==> src/rtl/riscv_pkg.sv <==
// Shared width and state/owner types for the unified memory-port arbiter.
package riscv_pkg;
  localparam int XLEN = 32;

  typedef enum logic [1:0] {ARB_IDLE, ARB_REQ, ARB_WAIT} arb_state_t;
  typedef enum logic       {OWN_IF, OWN_D}               arb_owner_t;
endpackage

==> src/rtl/mem_arb_rr2.sv <==
// Two-way round-robin pick between fetch and data requesters; on a tie the
// requester that did not own the previous transaction wins.
module mem_arb_rr2
  import riscv_pkg::*;
(
  input  logic       req_if_i,
  input  logic       req_d_i,
  input  arb_owner_t last_owner_i,
  output logic [1:0] gnt_o,   // bit 0 = IF, bit 1 = D
  output arb_owner_t owner_o
);
  always_comb begin
    gnt_o   = 2'b00;
    owner_o = last_owner_i;
    if (req_if_i && req_d_i) begin
      owner_o = (last_owner_i == OWN_IF) ? OWN_D : OWN_IF;
      gnt_o   = (owner_o == OWN_D) ? 2'b10 : 2'b01;
    end else if (req_d_i) begin
      owner_o = OWN_D;
      gnt_o   = 2'b10;
    end else if (req_if_i) begin
      owner_o = OWN_IF;
      gnt_o   = 2'b01;
    end
  end
endmodule

==> src/rtl/mem_port_arbiter.sv <==
// Shares one multi-cycle memory port between instruction fetch and load/store,
// one outstanding transaction at a time, with a wait-timeout error response.
module mem_port_arbiter #(
  parameter int XLEN    = riscv_pkg::XLEN,
  parameter int TIMEOUT = 64
) (
  input  logic            clk_i,
  input  logic            rst_i,
  input  logic            if_req_i,
  input  logic [XLEN-1:0] if_addr_i,
  output logic            if_gnt_o,
  output logic            if_rvalid_o,
  output logic [XLEN-1:0] if_rdata_o,
  output logic            if_err_o,
  input  logic            d_req_i,
  input  logic            d_we_i,
  input  logic [3:0]      d_be_i,
  input  logic [XLEN-1:0] d_addr_i,
  input  logic [XLEN-1:0] d_wdata_i,
  output logic            d_gnt_o,
  output logic            d_rvalid_o,
  output logic [XLEN-1:0] d_rdata_o,
  output logic            d_err_o,
  output logic            mem_req_o,
  output logic            mem_we_o,
  output logic [3:0]      mem_be_o,
  output logic [XLEN-1:0] mem_addr_o,
  output logic [XLEN-1:0] mem_wdata_o,
  input  logic            mem_gnt_i,
  input  logic            mem_rvalid_i,
  input  logic [XLEN-1:0] mem_rdata_i
);
  import riscv_pkg::*;

  localparam int CNT_W = (TIMEOUT > 2) ? $clog2(TIMEOUT) : 1;
  localparam logic [CNT_W-1:0] CNT_LAST = CNT_W'((TIMEOUT > 0) ? TIMEOUT - 1 : 0);

  arb_state_t      state_q;
  arb_owner_t      owner_q, last_q, gnt_owner;
  logic [1:0]      gnt_vec;
  logic [XLEN-1:0] addr_q, wdata_q, addr_d, wdata_d;
  logic            we_q, we_d;
  logic [3:0]      be_q, be_d;
  logic [CNT_W-1:0] cnt_q;
  logic            if_rvalid_q, if_err_q, d_rvalid_q, d_err_q;
  logic [XLEN-1:0] if_rdata_q, d_rdata_q;
  logic            gnt_ok, timeout_hit;

  mem_arb_rr2 u_rr (
    .req_if_i     (if_req_i),
    .req_d_i      (d_req_i),
    .last_owner_i (last_q),
    .gnt_o        (gnt_vec),
    .owner_o      (gnt_owner)
  );

  // Grants are only offered while idle and never while reset is asserted.
  assign gnt_ok   = (state_q == ARB_IDLE) && !rst_i;
  assign if_gnt_o = gnt_ok && gnt_vec[0];
  assign d_gnt_o  = gnt_ok && gnt_vec[1];

  always_comb begin
    if (gnt_owner == OWN_D) begin
      addr_d  = d_addr_i & ~XLEN'(3);
      we_d    = d_we_i;
      be_d    = d_be_i;
      wdata_d = d_wdata_i;
    end else begin
      addr_d  = if_addr_i & ~XLEN'(3);
      we_d    = 1'b0;
      be_d    = 4'hF;
      wdata_d = '0;
    end
  end

  assign timeout_hit = (TIMEOUT != 0) && (cnt_q == CNT_LAST);

  always_ff @(posedge clk_i or posedge rst_i) begin
    if (rst_i) begin
      state_q     <= ARB_IDLE;
      owner_q     <= OWN_IF;
      last_q      <= OWN_IF;
      addr_q      <= '0;
      we_q        <= 1'b0;
      be_q        <= 4'h0;
      wdata_q     <= '0;
      cnt_q       <= '0;
      if_rvalid_q <= 1'b0;
      if_err_q    <= 1'b0;
      if_rdata_q  <= '0;
      d_rvalid_q  <= 1'b0;
      d_err_q     <= 1'b0;
      d_rdata_q   <= '0;
    end else begin
      if_rvalid_q <= 1'b0;
      if_err_q    <= 1'b0;
      d_rvalid_q  <= 1'b0;
      d_err_q     <= 1'b0;
      case (state_q)
        ARB_IDLE: begin
          if (|gnt_vec) begin
            owner_q <= gnt_owner;
            last_q  <= gnt_owner;
            addr_q  <= addr_d;
            we_q    <= we_d;
            be_q    <= be_d;
            wdata_q <= wdata_d;
            state_q <= ARB_REQ;
          end
        end
        ARB_REQ: begin
          if (mem_gnt_i) begin
            cnt_q   <= '0;
            state_q <= ARB_WAIT;
          end
        end
        ARB_WAIT: begin
          cnt_q <= cnt_q + CNT_W'(1);
          // A real response beats a timeout landing on the same cycle.
          if (mem_rvalid_i || timeout_hit) begin
            state_q <= ARB_IDLE;
            if (owner_q == OWN_D) begin
              d_rvalid_q <= 1'b1;
              d_err_q    <= !mem_rvalid_i;
              d_rdata_q  <= mem_rvalid_i ? mem_rdata_i : '0;
            end else begin
              if_rvalid_q <= 1'b1;
              if_err_q    <= !mem_rvalid_i;
              if_rdata_q  <= mem_rvalid_i ? mem_rdata_i : '0;
            end
          end
        end
        default: state_q <= ARB_IDLE;
      endcase
    end
  end

  assign mem_req_o   = (state_q == ARB_REQ);
  assign mem_we_o    = we_q;
  assign mem_be_o    = be_q;
  assign mem_addr_o  = addr_q;
  assign mem_wdata_o = wdata_q;

  assign if_rvalid_o = if_rvalid_q;
  assign if_err_o    = if_err_q;
  assign if_rdata_o  = if_rdata_q;
  assign d_rvalid_o  = d_rvalid_q;
  assign d_err_o     = d_err_q;
  assign d_rdata_o   = d_rdata_q;
endmodule

==> config.mk <==
export PLATFORM = sky130hd
export DESIGN_NAME = mem_port_arbiter
export DESIGN_NICKNAME = d
export VERILOG_FILES = /design/src/rtl/riscv_pkg.sv /design/src/rtl/mem_arb_rr2.sv /design/src/rtl/mem_port_arbiter.sv
export SDC_FILE = /design/constraint.sdc
export NUM_CORES = 1
export LEC_CHECK = 0
export CELL_PAD_IN_SITES_DETAIL_PLACEMENT = 1
export CELL_PAD_IN_SITES_GLOBAL_PLACEMENT = 1
export CORE_MARGIN = 5
export CORE_UTILIZATION = 30
export DETAILED_ROUTE_END_ITERATION = 12
export HOLD_SLACK_MARGIN = 0.08
export PLACE_DENSITY_LB_ADDON = 0.12
export SLEW_MARGIN = 20
export SYNTH_ARGS = -nofsm -noshare
export SYNTH_HDL_FRONTEND = slang
export SYNTH_SLANG_ARGS = --single-unit
export TNS_END_PERCENT = 1
==> constraint.sdc <==
create_clock -name clk_i -period 16.5 [get_ports clk_i]
set_input_delay 3.3 -clock clk_i [delete_from_list [all_inputs] [get_ports clk_i]]
set_output_delay 3.3 -clock clk_i [all_outputs]
set_load 0.1 [all_outputs]
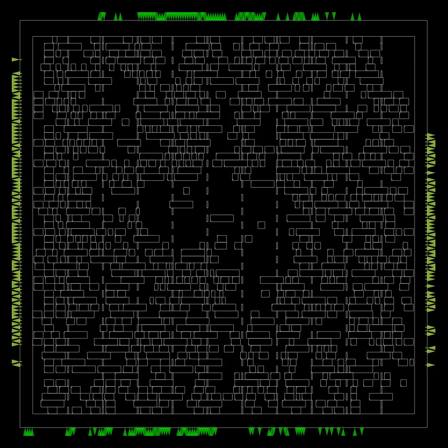
Run 1: placement view
Flops: 144
Seq/total area: 0.349
TAP cells: 285
# fillers: 2441
Core ar.: 22600 um^2

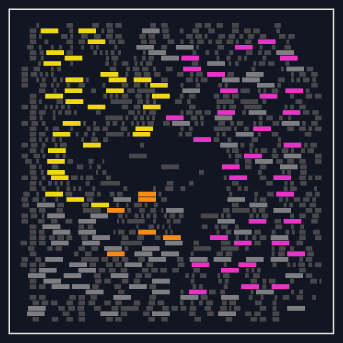
Run 1: where the registers sit
(2 px per um)
colour	name in the netlist	flops
orange	cnt_q	6
yellow	mem_addr_o	30
magenta	if_rdata_o	32
Finished Core Util: 0.456
Sequential Area: 3600 um^2

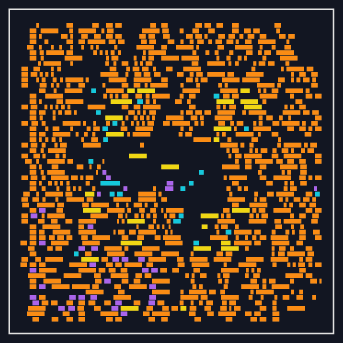
Run 1: cell sizes after repair
(2 px per um)
colour	size	cells	share
orange	x1 and smaller	816	91%
purple	x2	35	3.9%
cyan	x3 and x4	21	2.3%
yellow	x6 and larger	26	2.9%
cell area after layout: 10300 um^2
Buffers excl. clock: 284

==> metrics.cfg, run 1 <==
[placement]
portBuffers=272
place_area_um2=9710
globalplace.congestion=0.776
dp_hpwl_um=15900

[timing]
slew_viol_final=0
max_slew.worst_pin.slew_ps=1050
timing.fmax_mhz=111
finalSetupTns_ps=0

[global_route]
grt_pass1_wl_um=36700
grt_max_degree=101
overflow=0
antenna_found_initial=0
grt_busiest_layer=met2
met1_usage=0.216
gr-usage-all-layers=0.176

[cells_and_area]
antenna_cells=0
drive_above_1_share=0.0913

[clock_network]
clkSlewWorstSetupHoldPaths_ps=60
clock_latency_ps=430
cts_made_buffers=17
cts_resized=0
cts_tree=yes

[yosys]
synthTopCellsByCount=dfrtp_1 (144), o21ai_0 (94), mux2i_1 (65), nand2b_1 (65), a21oi_1 (38)
adder_share=0.00182
flop_cell=dfrtp_1
ys_sh_aoi=0.194
synth-edff-count=0
syn_area_um2=6880
synthTopCellsByArea=dfrtp_1 (52%), mux2i_1 (9.5%), o21ai_0 (6.8%), nand2b_1 (5.9%), a22o_2 (3.9%)
ys_types=44
most_common_cell=dfrtp_1
syn_avg_cell_area_um2=10.7
yosysWarnings=0
ys_seq_elements=144
logic_family=AND-OR/OR-AND gates
synthCells=642

[routing]
remaining_drc_errors=0
drt-total-wl_um=23300
via_per_inst=5.04
top_layer=met4
drt_pass1_iterations=4
wl_per_cell_um=19.7
wl_met3_um=1520

[critical_path]
rrSetupSlack_ps=14100
reg2regPathDepth=3
r2r_end=mem_wdata_o[29]
crit_required_ps=13200
worstSetupStartpointType=primary input
endpoint_kind=output pin
worstReg2RegStart=state_q[1]

[worst_hold_path]
min_path_type=flop to flop
min_from=mem_be_o[1]

[floorplan]
die_h_um=161
die_area_um2=26100
initCoreUtil=0.304
num_rows=55

[run_status]
status=finished, final reports clean

==> run 1: stage by stage <==
stage	setup WS, ps
floorplan	5670
detailed placement	7480
finish	7490
CTS	7460
global route	7370
global placement	7460
==> run 1: worst max-delay path, cell delays in order <==
cell	delay (ps)
clkdlybuf4s50_1	470
inv_6	410
and4_1	320
clkdlybuf4s50_1	1140
==> run 1: placed cells by master, fill, tap and decap left out, types with 2 or more instances in the layout <==
master and count:
clkdlybuf4s50_1 271, dfrtp_1 144, o21ai_0 94, nand2b_1 65, mux2i_1 65, a21oi_1 38, and2_1 33, nand3_1 30
a31oi_1 30, a22o_2 27, clkbuf_16 17, buf_4 12, nor2_1 6, a22o_1 6, clkinv_4 6, o22a_1 4
nand2_1 3, inv_1 3, inv_6 3, a311oi_1 3, clkbuf_8 3, nand4_1 2, o21a_1 2, nor3_1 2
and3_1 2, a41oi_1 2, conb_1 2, bufinv_16 2
==> run 1: sequential cells by signal, indices dropped and copies added (netlist names), 2 cells and up <==
| register | cells |
|---|---|
| state_q | 2 |
| d_rdata_o | 32 |
| cnt_q | 6 |
| mem_addr_o | 30 |
| mem_wdata_o | 32 |
| if_rdata_o | 32 |
| mem_be_o | 4 |
==> run 1: kinds of logic (layout without fill, tap and decap cells) <==
kind of cell	count (synthesis)	count (layout)
compound gates	212	212
fa+ha+maj	1	1
buf+inv	65	320
flops	144	144
mux	65	65
other cells	1	2
simple gates	154	154
==> run 1: cell type report <==
| class | instances | area, um^2 |
|---|---|---|
| multi-input cells | 434 | 2930 |
| well taps | 285 | 357 |
| clock inverters | 12 | 149 |
| repair buffers | 284 | 2810 |
| fillers | 2441 | 12300 |
| clock buffers | 20 | 467 |
| inverters | 4 | 20.0 |
| flip-flops and latches | 144 | 3600 |
Run 1, cell classes on the final placement:
(3 px per um)
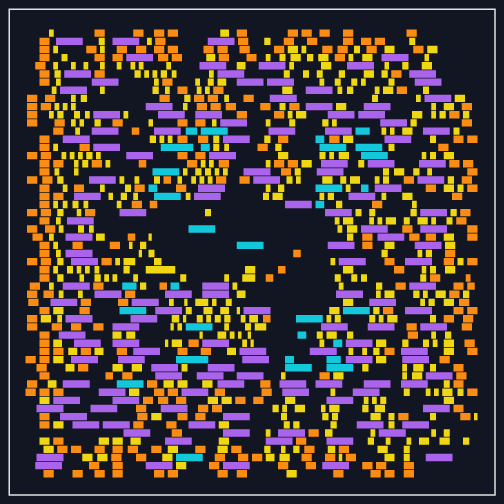

==> inputs of run 2 (changes only) <==
Clock period 16.5 ns to 8.5 ns, I/O delays scaled along.
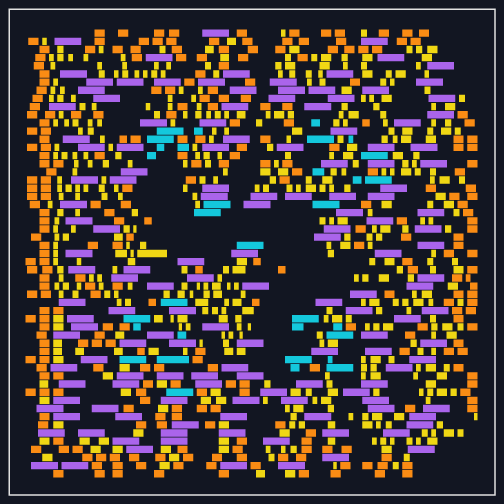
Run 2: cell classes on the final placement
(3 px per um)
colour	class	cells	share of their area
yellow	remaining logic cells	438	30%
cyan	clock drivers and dummy loads	32	5.8%
orange	remaining buffers and delay cells	283	28%
purple	registers	144	36%

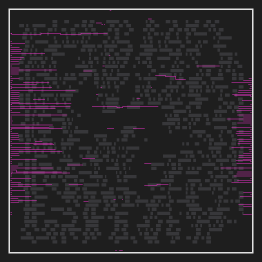
Run 2: the metal 3 layer
(1.5 px per um)
wire length on this layer	1560 um
main direction	horizontal
share of all routed wire	6.8%
Final Routed Wirelength: 23000 um
met3 Usage GRT: 0.0544
DR vias: 5961

==> run 2 against run 1 <==
Hold slack hardly changed. Highest routed layer unchanged. Flip-flop count unchanged. Register-to-register slack got worse by 8200 ps. Non-clock buffer count is 1 lower. Global-route usage fell by 0.17 points. Final cell count barely moved.
==> metrics.cfg, run 2 <==
[run_status]
status=finished, final reports clean  ; unchanged

[yosys]
synthTopCellsByArea=dfrtp_1 (52%), mux2i_1 (9.5%), o21ai_0 (6.8%), nand2b_1 (5.9%), a22o_2 (3.9%)  ; unchanged
ys_types=44  ; unchanged
synth-edff-count=0  ; unchanged
synthCells=642  ; unchanged
most_common_cell=dfrtp_1  ; unchanged
flop_cell=dfrtp_1  ; unchanged
ys_seq_elements=144  ; unchanged
syn_area_um2=6880  ; unchanged
synthTopCellsByCount=dfrtp_1 (144), o21ai_0 (94), mux2i_1 (65), nand2b_1 (65), a21oi_1 (38)  ; unchanged

[global_route]
gr-usage-all-layers=0.175  ; was 0.176
grt_max_degree=101  ; unchanged
grt_pass1_wl_um=36700  ; about the same
antenna_found_initial=0  ; unchanged

[critical_path]
critical_path.slowest_cell=clkdlybuf4s50_1  ; unchanged
crit_path_start=rst_i  ; unchanged
reg2regPathDepth=4  ; was 3
max_stage_delay_ps=1160  ; was 1140 ps
worstSetupEndpoint=d_gnt_o  ; unchanged
cp_cell_sequence=clkdlybuf4s50_1, inv_6, and4_1, clkdlybuf4s50_1  ; unchanged
rrSetupSlack_ps=5920  ; was 14100 ps
worstReg2RegStart=state_q[1]  ; unchanged
path_common_cell=clkdlybuf4s50_1  ; unchanged
path_delay_family=buffers and inverters  ; unchanged
r2r_end=mem_wdata_o[6]  ; was mem_wdata_o[29]
worst-path-stages=4  ; unchanged
crit_required_ps=6800  ; was 13200 ps
critPathBufInv=3  ; unchanged
worstSetupStartpointType=primary input  ; unchanged
endpoint_kind=output pin  ; unchanged

[cells_and_area]
drive_above_1_share=0.0914  ; was 0.0913
layout.cells.most_common=clkdlybuf4s50_1  ; unchanged
fill_cells=2441  ; unchanged
ff_latch_area_um2=3600  ; unchanged
fin_util=0.454  ; was 0.456
antenna_cells=0  ; unchanged
logic_area_um2=2930  ; unchanged
most-common-layout-cells=clkdlybuf4s50_1 (271), dfrtp_1 (144), o21ai_0 (94), nand2b_1 (65), mux2i_1 (65)  ; unchanged

[placement]
portBuffers=272  ; unchanged
place_ws_ps=2740  ; was 7480 ps
globalplace.congestion=0.773  ; was 0.776
dp_hpwl_um=15900  ; about the same

[timing]
slew_viol_final=0  ; unchanged
finalSetupTns_ps=0  ; unchanged
setup_slack_ps=2800  ; was 7490 ps
skew_ps=8.04  ; was 13.0 ps
timing.fmax_mhz=175
max_slew.worst_pin.slew_ps=1050  ; about the same

[clock_network]
clock_latency_ps=420  ; was 430 ps
clkSlewWorstSetupHoldPaths_ps=60  ; about the same
cts_made_buffers=17  ; unchanged
cts_resized=0  ; unchanged
cts_tree=yes  ; unchanged

[worst_hold_path]
min_from=mem_wdata_o[7]  ; was mem_be_o[1]
min_path_type=flop to flop  ; unchanged

[floorplan]
die_area_um2=26100  ; unchanged
num_rows=55  ; unchanged
fp.coreArea_um2=22600  ; unchanged

[routing]
wl_per_cell_um=19.4  ; was 19.7 um
drt_pass1_iterations=4  ; unchanged
remaining_drc_errors=0  ; unchanged
via_per_inst=5.04  ; about the same

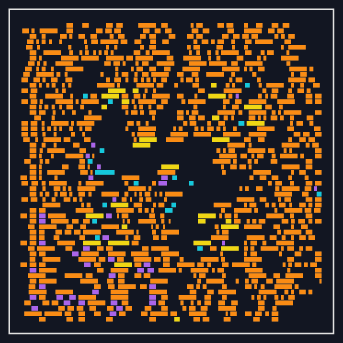
Run 2: cell sizes after repair
(2 px per um)
colour	size	cells	share
orange	x1 and smaller	815	91%
cyan	x3 and x4	17	1.9%
purple	x2	38	4.2%
yellow	x6 and larger	27	3.0%

-- run 2: cell counts after synthesis --
Identical to the previous run, type by type.
-- run 2: logic make-up (layout without fill, tap and decap cells) --
kind of cell / after synthesis / after routing / share of synthesized area
flip-flops: 144 / 144 / 0.524
multiplexers: 65 / 65 / 0.0946
AND/OR/NAND/NOR: 154 / 154 / 0.132
adder cells (fa/ha/maj): 1 / 1 / 0.00182
AND-OR/OR-AND: 212 / 212 / 0.194
other: 1 / 2 / 0.000545
buffers and inverters: 65 / 319 / 0.0529
-- run 2: final cells by class --
| class | count | area share |
|---|---|---|
| inverters | 4 | 0.00195 |
| clock buffers | 17 | 0.0414 |
| multi-input cells | 434 | 0.285 |
| well taps | 285 | 0.0347 |
| clock inverters | 15 | 0.0146 |
| repair buffers | 283 | 0.272 |
| flip-flops and latches | 144 | 0.350 |
-- run 2: metal layers --
layer | share of wire | vias to the layer above | GRT usage | routed length [um]
li1 | - | 2787 | - | -
met1 | 0.42 | 2968 | 0.211 | 9670
met2 | 0.49 | 176 | 0.298 | 11300
met3 | 0.068 | 30 | 0.0544 | 1560
met4 | 0.021 | 0 | 0.0574 | 485
met5 | 0 | - | 0 | 0
-- run 2: worst reg2reg max path, stage by stage (launching register included) --
cell and delay [ps]:
dfrtp_1 570, nor2_2 650, buf_4 380, nand2_2 430
a22o_2 430
Run 2, placement view:
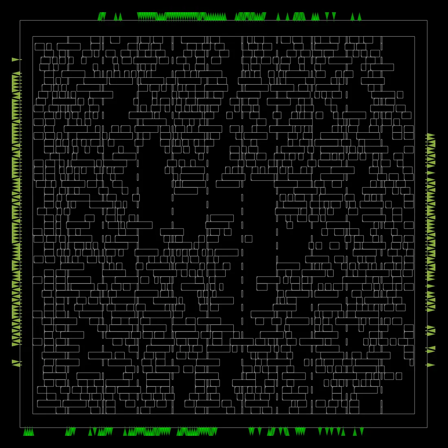

==> inputs of run 3 (changes only) <==
Settings changed: CORE_UTILIZATION 30 to 29.
Clock period 8.5 ns to 4.9 ns, I/O delays scaled along.
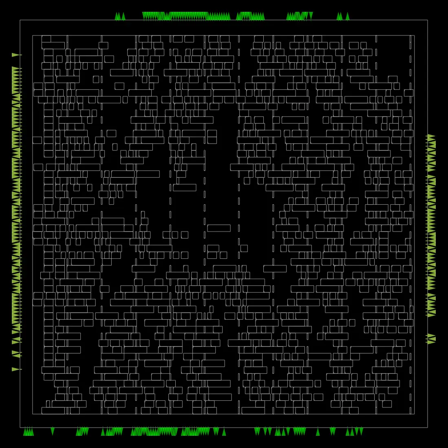
Run 3: placement view
Core ar.: 23400 um^2
Seq/total area: 0.348
Finished Core Util: 0.443
row count: 56
Finished Layout Cells: 1217

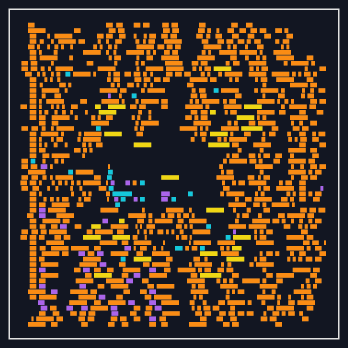
Run 3: cell sizes after repair
(2 px per um)
colour	size	cells	share
purple	x2	38	4.2%
orange	x1 and smaller	813	91%
cyan	x3 and x4	21	2.3%
yellow	x6 and larger	25	2.8%

==> run 3 against run 2 <==
Core utilization shrank 1.1 points. Register-to-register slack lost 3200 ps. Area after synthesis is the same. Count of clock-buffer cells in the layout grew 2. First-iteration DRC count grew 6.8%. Synthesized cell count is the same. Hold slack lost 0.81 ps.
==> metrics.cfg, run 3 <==
[timing]
fin_hold_ws_ps=507  ; was 508 ps
finalSetupTns_ps=0  ; unchanged
post-route-min-period_ps=3670
hold_viol=0  ; unchanged
rsz0062_at_grt=no  ; unchanged
final.period_utilization=0.748
maxSlewHeadroom=0.307  ; was 0.296
max_slew.worst_pin.slew_ps=1040  ; was 1050 ps
finalSetupViolCount=0  ; unchanged
setup_slack_ps=1230  ; was 2800 ps
skew_ps=13.0  ; was 8.04 ps
slew_viol_final=0  ; unchanged
timing.fmax_mhz=273

[critical_path]
worstSetupStartpointType=primary input  ; unchanged
endpoint_kind=output pin  ; unchanged
max_stage_delay_ps=530  ; was 1160 ps
crit_type=primary input to output pin  ; unchanged
cp_cell_sequence=clkdlybuf4s50_1, clkinvlp_4, and4_2, buf_4  ; was clkdlybuf4s50_1, inv_6, and4_1, clkdlybuf4s50_1
crit_arrival_ps=2690  ; was 4000 ps
crit_fanout=27  ; was 48
critical_path.slowest_cell=clkdlybuf4s50_1  ; unchanged
critPathBufInv=3  ; unchanged
crit_required_ps=3920  ; was 6800 ps
path_delay_family=buffers and inverters  ; unchanged

[clock_network]
post_cts_buffers=0  ; unchanged
cts_resized=0  ; unchanged
clock_latency_ps=420  ; about the same
cts-root-buf=clkbuf_16  ; unchanged
cts_made_buffers=17  ; unchanged
ctsHoldBuffers=0  ; unchanged
cts_tree=yes  ; unchanged
clkSlewWorstSetupHoldPaths_ps=60  ; about the same
h-tree-depth=4  ; unchanged
cts_sinks=144  ; unchanged
clock_path_buffers=2  ; unchanged

[cells_and_area]
fin_area_um2=10400  ; was 10300 um^2
synthToLayoutAreaGrowth_pct=50.7  ; was 49.5%
fill_cells=2568  ; was 2441
clk_share=0.0588  ; was 0.0560
flops=144  ; unchanged
dominant-cell-class=flip-flops and latches  ; unchanged
clock_buffers=19  ; was 17
layout.cells.most_common=clkdlybuf4s50_1  ; unchanged
logic_gate_count=434  ; unchanged
final_nets=1025  ; was 1024
ff_latch_area_um2=3600  ; unchanged
logic_area_um2=2930  ; about the same
nonClkBufAreaFrac=0.270  ; was 0.272
antenna_cells=1  ; was 0
drive_above_1_share=0.0936  ; was 0.0914
num-nonclk-inverters=4  ; unchanged
most-common-layout-cells=clkdlybuf4s50_1 (269), dfrtp_1 (144), o21ai_0 (94), nand2b_1 (65), mux2i_1 (65)  ; was clkdlybuf4s50_1 (271), dfrtp_1 (144), o21ai_0 (94), nand2b_1 (65), mux2i_1 (65)
comb_share=0.282  ; was 0.285
signal_buffers=284  ; was 283

[yosys]
ys_seq_share=0.524  ; unchanged
yosysWarnings=0  ; unchanged
most_common_cell=dfrtp_1  ; unchanged
synthTopCellsByArea=dfrtp_1 (52%), mux2i_1 (9.5%), o21ai_0 (6.8%), nand2b_1 (5.9%), a22o_2 (3.9%)  ; unchanged
yosys.area.top_type_share=0.524  ; unchanged
largest_area_cell=dfrtp_1  ; unchanged
ys_seq_elements=144  ; unchanged
yosys-stat-area_um2=6880  ; unchanged
synthCells=642  ; unchanged
ys_cells=642  ; unchanged
flop_cell=dfrtp_1  ; unchanged
syn_area_um2=6880  ; unchanged
synth-edff-count=0  ; unchanged
ys_types=44  ; unchanged
synthTopCellsByCount=dfrtp_1 (144), o21ai_0 (94), mux2i_1 (65), nand2b_1 (65), a21oi_1 (38)  ; unchanged
synth-async-reset-ratio=1.00  ; unchanged
syn_avg_cell_area_um2=10.7  ; unchanged

[run]
maxCapViolations=0  ; unchanged
warnings=31  ; was 32

[global_route]
antenna_found_initial=1  ; was 0
gr-usage-all-layers=0.173  ; was 0.175
grt_pass1_wl_um=37000  ; was 36700 um
first_global_vias=6753  ; was 6602
overflow=0  ; unchanged
grt_max_degree=72  ; was 101

[routing]
drt_iter0_markers=250  ; was 234
num_vias=6006  ; was 5961
wl_per_cell_um=19.3  ; was 19.4 um
drt_pass1_iterations=4  ; unchanged
via_per_inst=4.94  ; was 5.04
drt-total-wl_um=23500  ; was 23000 um
remaining_drc_errors=0  ; unchanged
antenna_left=0  ; unchanged

[placement]
place_area_um2=9750  ; was 9710 um^2
dp_hpwl_um=16200  ; was 15900 um
place_ws_ps=1160  ; was 2740 ps
portBuffers=272  ; unchanged
globalplace.congestion=0.791  ; was 0.773

[floorplan]
pin_count=279  ; unchanged
die_h_um=164  ; was 161 um
tapCellCount=319  ; was 285
die_w_um=164  ; was 161 um
die_area_um2=26900  ; was 26100 um^2
initCoreUtil=0.294  ; was 0.304

[worst_hold_path]
min_path_type=flop to flop  ; unchanged

[run_status]
status=finished, final reports clean  ; unchanged

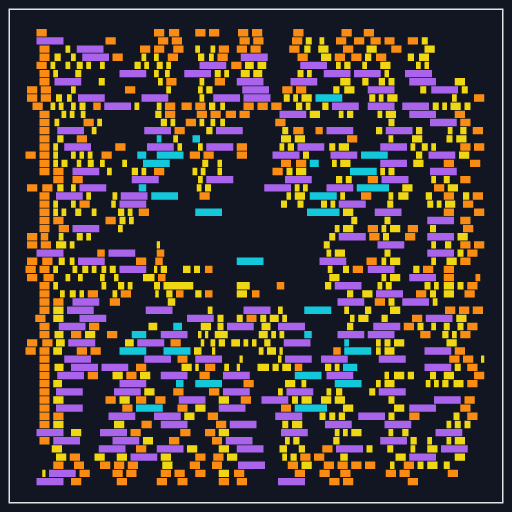
Run 3: cell classes on the final placement
(3 px per um)
colour	class	cells	share of their area
yellow	remaining logic cells	438	30%
orange	remaining buffers and delay cells	284	28%
cyan	clock drivers and dummy loads	31	6.1%
purple	registers	144	36%

run 3: cell counts after synthesis:
Identical to the previous run, type by type.
run 3: logic make-up (layout without fill, tap and decap cells):
| family | after synthesis | after routing | share of synthesized area |
|---|---|---|---|
| AND-OR/OR-AND | 212 | 212 | 0.194 |
| adder cells (fa/ha/maj) | 1 | 1 | 0.00182 |
| buffers and inverters | 65 | 319 | 0.0529 |
| flip-flops | 144 | 144 | 0.524 |
| multiplexers | 65 | 65 | 0.0946 |
| other | 1 | 3 | 0.000545 |
| AND/OR/NAND/NOR | 154 | 154 | 0.132 |
run 3: worst paths after layout:
kind | startpoint | to | slack [ps] | depth (start not counted)
hold / removal | mem_wdata_o[23] | mem_wdata_o[23] | 510 | 1
setup / recovery | rst_i | d_gnt_o | 1230 | 4
min in group asynchronous | rst_i | mem_addr_o[18] | 1010 | 2
hold reg to reg | mem_wdata_o[23] | mem_wdata_o[23] | 510 | 1
max in group asynchronous | rst_i | d_rdata_o[24] | 1900 | 4
setup reg to reg | state_q[1] | mem_wdata_o[0] | 2730 | 4
run 3: through the flow:
stage,std cells,utilization
6_report,1217,0.443
5_1_grt,1217,0.443
4_1_cts,1216,0.443
3_5_place_dp,1185,0.417
3_3_place_gp,1185,0.417
2_1_floorplan,643,-
run 3: metal layers:
layer | vias to the layer above | share of wire | track usage | wire length (um)
met5 | - | 0 | 0 | 0
met4 | 0 | 0.018 | 0.0541 | 422
met3 | 24 | 0.063 | 0.0494 | 1480
met2 | 183 | 0.49 | 0.292 | 11600
met1 | 3015 | 0.42 | 0.214 | 9960
li1 | 2784 | - | - | -
